==> run_1/met3.png <==
Drawn at 1.5 px/um.
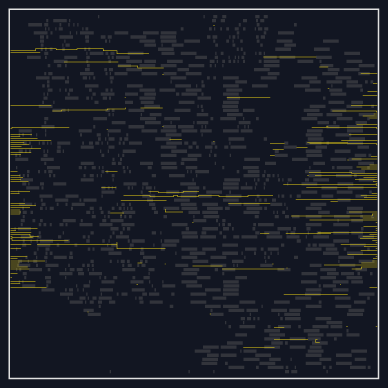
==> run_1/final_clocks.png <==
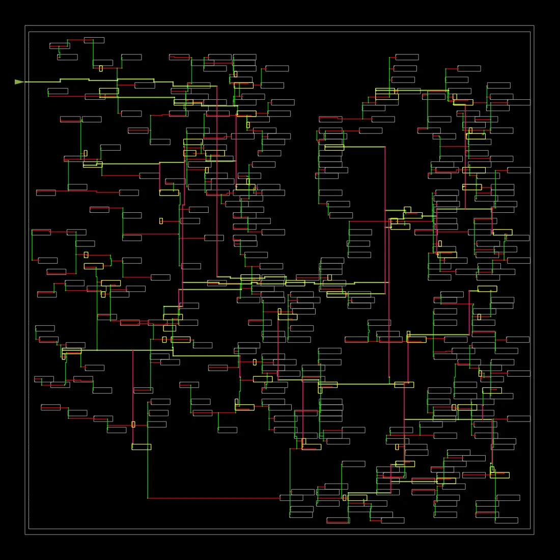
==> run_1/cell_classes.png <==
Drawn at 2 px/um.
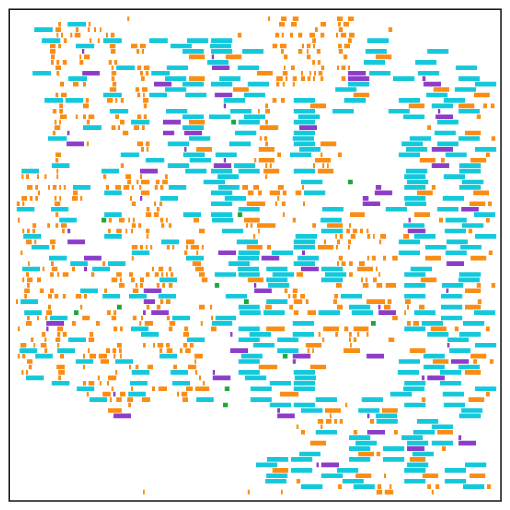
==> config.mk <==
export PLATFORM = sky130hd
export DESIGN_NAME = fetch_unit_flat
export DESIGN_NICKNAME = d
export VERILOG_FILES = /design/src/rtl/fetch_unit_if.sv /design/src/rtl/fetch_unit.sv /design/src/flat_wrapper.sv
export SDC_FILE = /design/constraint.sdc
export NUM_CORES = 1
export LEC_CHECK = 0
export CAP_MARGIN = 30
export CELL_PAD_IN_SITES_DETAIL_PLACEMENT = 1
export CELL_PAD_IN_SITES_GLOBAL_PLACEMENT = 1
export CORE_MARGIN = 1.5
export CORE_UTILIZATION = 25
export DETAILED_ROUTE_END_ITERATION = 10
export DONT_BUFFER_PORTS = 1
export PLACE_DENSITY = 0.41
export SLEW_MARGIN = 20
export SYNTH_ARGS = -nofsm -noshare
export SYNTH_HDL_FRONTEND = slang
export SYNTH_SLANG_ARGS = --single-unit
==> constraint.sdc <==
create_clock -name clk -period 9.1 [get_ports clk]
set_clock_uncertainty 0.15 [all_clocks]
set_input_delay 1.82 -clock clk [delete_from_list [all_inputs] [get_ports clk]]
set_output_delay 1.82 -clock clk [all_outputs]
set_load 0.03 [all_outputs]
==> results.tsv, run 1 <==
metric	value	unit
outcome	complete, no violations	
Crit. path cell count	10	
drt first-iter violations	268	
Worst setup SP type	flop	
Clock Tree Root	clkbuf_16	
DP HPWL	27200	um
max reg flops	128	
# IOs	200	
Mean Syn Cell Area	14.4	um^2
Detail Route met3 WL	2420	um
setup repair bufs after CTS	0	
Buffers on Ports	0	
Flop area	0.00933	mm^2
initial antenna violation count	1	
top_reg_cell synth	edfxtp_1	
vias in the first global route	9361	
routed length per instance	22.5	um
bufs w/o clock	12	
Worst Tran Pin Value	0.963	ns
Fmax	145	MHz
Final Max Tran Viols	0	
Worst path top cell family by delay	simple AND/OR/NAND/NOR gates	
final setup TNS	0	ns
cell count in the Yosys report	1021	
most common cell after layout, fill and taps aside	edfxtp_1	
Clk Latency, worst-skew pair	0.55	ns
Mapped Cells	1021	
Back to the opening pictures, met3.png:
- longest straight run: 61.9 um
- nets with wire on the layer: 119
- wire length on this layer: 2,420 um
Global Route met3 Usage: 0.0387
via count: 8,431
WL final: 41,000 um

Back to the opening pictures, final_clocks.png:
seq_cells: 322
sinks on the clock net: 322

Back to the opening pictures, cell_classes.png:
- green: other buffers and delay cells (cells 12; share of their area 0.57%)
- orange: all other logic (cells 648; share of their area 32%)
- purple: clock drivers and dummy loads (cells 75; share of their area 8.0%)
- cyan: flip-flops (cells 322; share of their area 59%)
core box area: 0.0578 mm^2
post-layout util: 0.289
fin area: 0.0167 mm^2
row count: 88
flop share of the area: 0.558

==> run 1: synthesized netlist by cell type (24+ instances only) <==
| cell type | instances | area [um^2] |
|---|---|---|
| edfxtp_1 | 248 | 7450 |
| nor2_1 | 72 | 270 |
| xnor2_1 | 39 | 342 |
| and2_1 | 57 | 357 |
| nand3_1 | 41 | 205 |
| a21oi_1 | 56 | 280 |
| and3_1 | 24 | 150 |
| dfrtp_1 | 56 | 1400 |
| nand2_1 | 70 | 263 |
| mux4_2 | 57 | 1280 |
| inv_1 | 24 | 90.1 |
| xor2_1 | 30 | 263 |
| clkbuf_1 | 29 | 109 |
==> run 1: power by group <==
group          switching [W]  internal (W)
registers           0.000188       0.00172
logic                0.00122      0.000472
clock network       0.000639      0.000886
total                0.00205       0.00307
==> run_1/wire_density.png <==
Drawn at 1.5 px/um. The die is cut into 25 by 25 equal tiles; dark purple is low, yellow is high, scaled to the fullest tile. Values are wire area over tile area, all layers added.
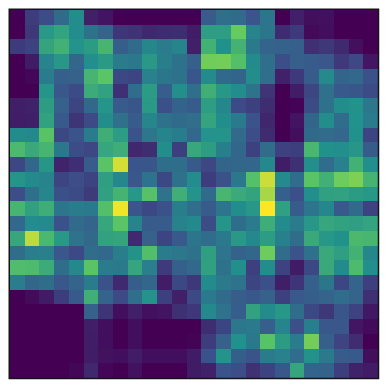

==> run 1 -> run 2 <==
==> constraint.sdc (replaced) <==
create_clock -name clk -period 7.2 [get_ports clk]
set_clock_uncertainty 0.15 [all_clocks]
set_input_delay 1.44 -clock clk [delete_from_list [all_inputs] [get_ports clk]]
set_output_delay 1.44 -clock clk [all_outputs]
set_load 0.03 [all_outputs]
==> run_2/wire_density.png <==
Drawn at 1.5 px/um. The die is cut into 25 by 25 equal tiles; dark purple is low, yellow is high, scaled to the fullest tile. Values are wire area over tile area, all layers added.
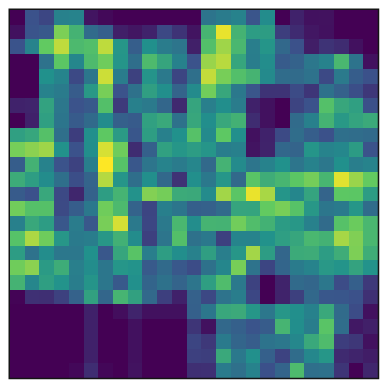
- fullest tile: 0.29
- mean over tiles: 0.11
- emptiest ninth of the die: bottom left
- tiles over half the peak: 32%
- nearly empty tiles: 12%
routed length per instance: 22.9 um
WL final: 41,800 um
via count: 8,537
Tot GR Track Use: 0.141

==> run_2/cell_classes.png <==
Drawn at 2 px/um.
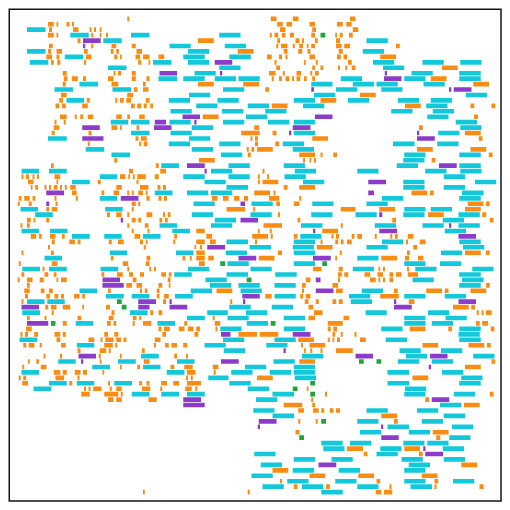
- orange: all other logic (cells 648; share of their area 32%)
- cyan: flip-flops (cells 322; share of their area 59%)
- purple: clock drivers and dummy loads (cells 74; share of their area 8.3%)
- green: other buffers and delay cells (cells 15; share of their area 0.71%)
post-layout util: 0.290
fin area: 0.0168 mm^2
flop share of the area: 0.556

==> run_2/final_clocks.png <==
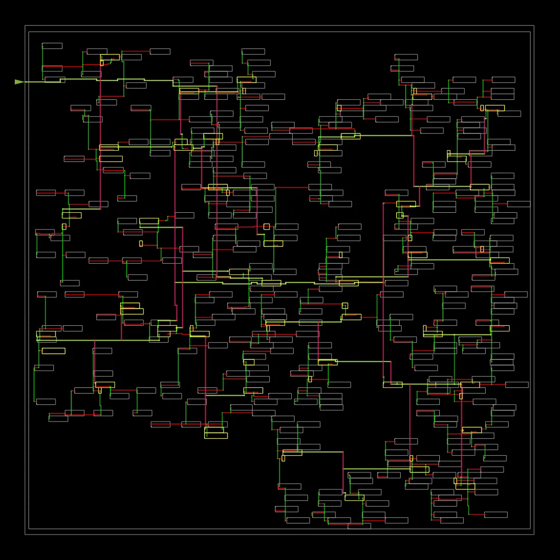
clock buf count: 51
CTS Buf Count: 41
Clock Power: 0.00201 W
Clk Latency, worst-skew pair: 0.55 ns

==> run 2 against run 1 <==
- setup slack got worse by 0.94 ns
- hold slack worse by 0.0038 ns
- final area rose by 0.46%
- die area is the same
- sequential power is 26% higher
- synthesized area did not move
- global-route usage is 0.25 points higher
==> results.tsv, run 2 <==
metric	value	unit
Worst Tran Pin Value	0.934	ns
vias in the first global route	9365	
Area leader share	0.508	
Fmax	168	MHz
Worst setup SP type	flop	
Clock Power Share	0.306	
top cells by count	248 x edfxtp_1, 72 x nor2_1, 70 x nand2_1, 57 x and2_1, 57 x mux4_2	
# IOs	200	
Switching Share	0.396	
Clock Tree Root	clkbuf_16	
row count	88	
sinks on the clock net	322	
Detail Route met3 WL	2710	um
Comb group	0.00217	W
core box area	0.0578	mm^2
final setup TNS	0	ns
Combinational Power Share	0.329	
Mean Syn Cell Area	14.4	um^2
initial antenna violation count	1	
cell count in the Yosys report	1021	
net switching power	0.00261	W
outcome	complete, no violations	
Buffers on Ports	0	
==> run 2: cells by family after synthesis <==
kind of cell | after synthesis | share of synthesized area
compound gates | 127 | 0.0540
flops | 322 | 0.636
xor+xnor | 69 | 0.0412
buf+inv | 82 | 0.0277
fa+ha+maj | 17 | 0.0155
mux | 69 | 0.104
simple gates | 334 | 0.121
other cells | 1 | 0.000256
==> run 2: final cells by class <==
| type | count | area [um^2] | share of cell area |
|---|---|---|---|
| clock buffers | 51 | 1070 | 0.0640 |
| clock inverters | 23 | 233 | 0.0139 |
| inverters | 26 | 97.6 | 0.00582 |
| multi-input cells | 622 | 4980 | 0.297 |
| flip-flops and latches | 322 | 9330 | 0.556 |
| well taps | 765 | 957 | 0.0570 |
| repair buffers | 15 | 113 | 0.00671 |
Power and IR drop assume default switching activity.
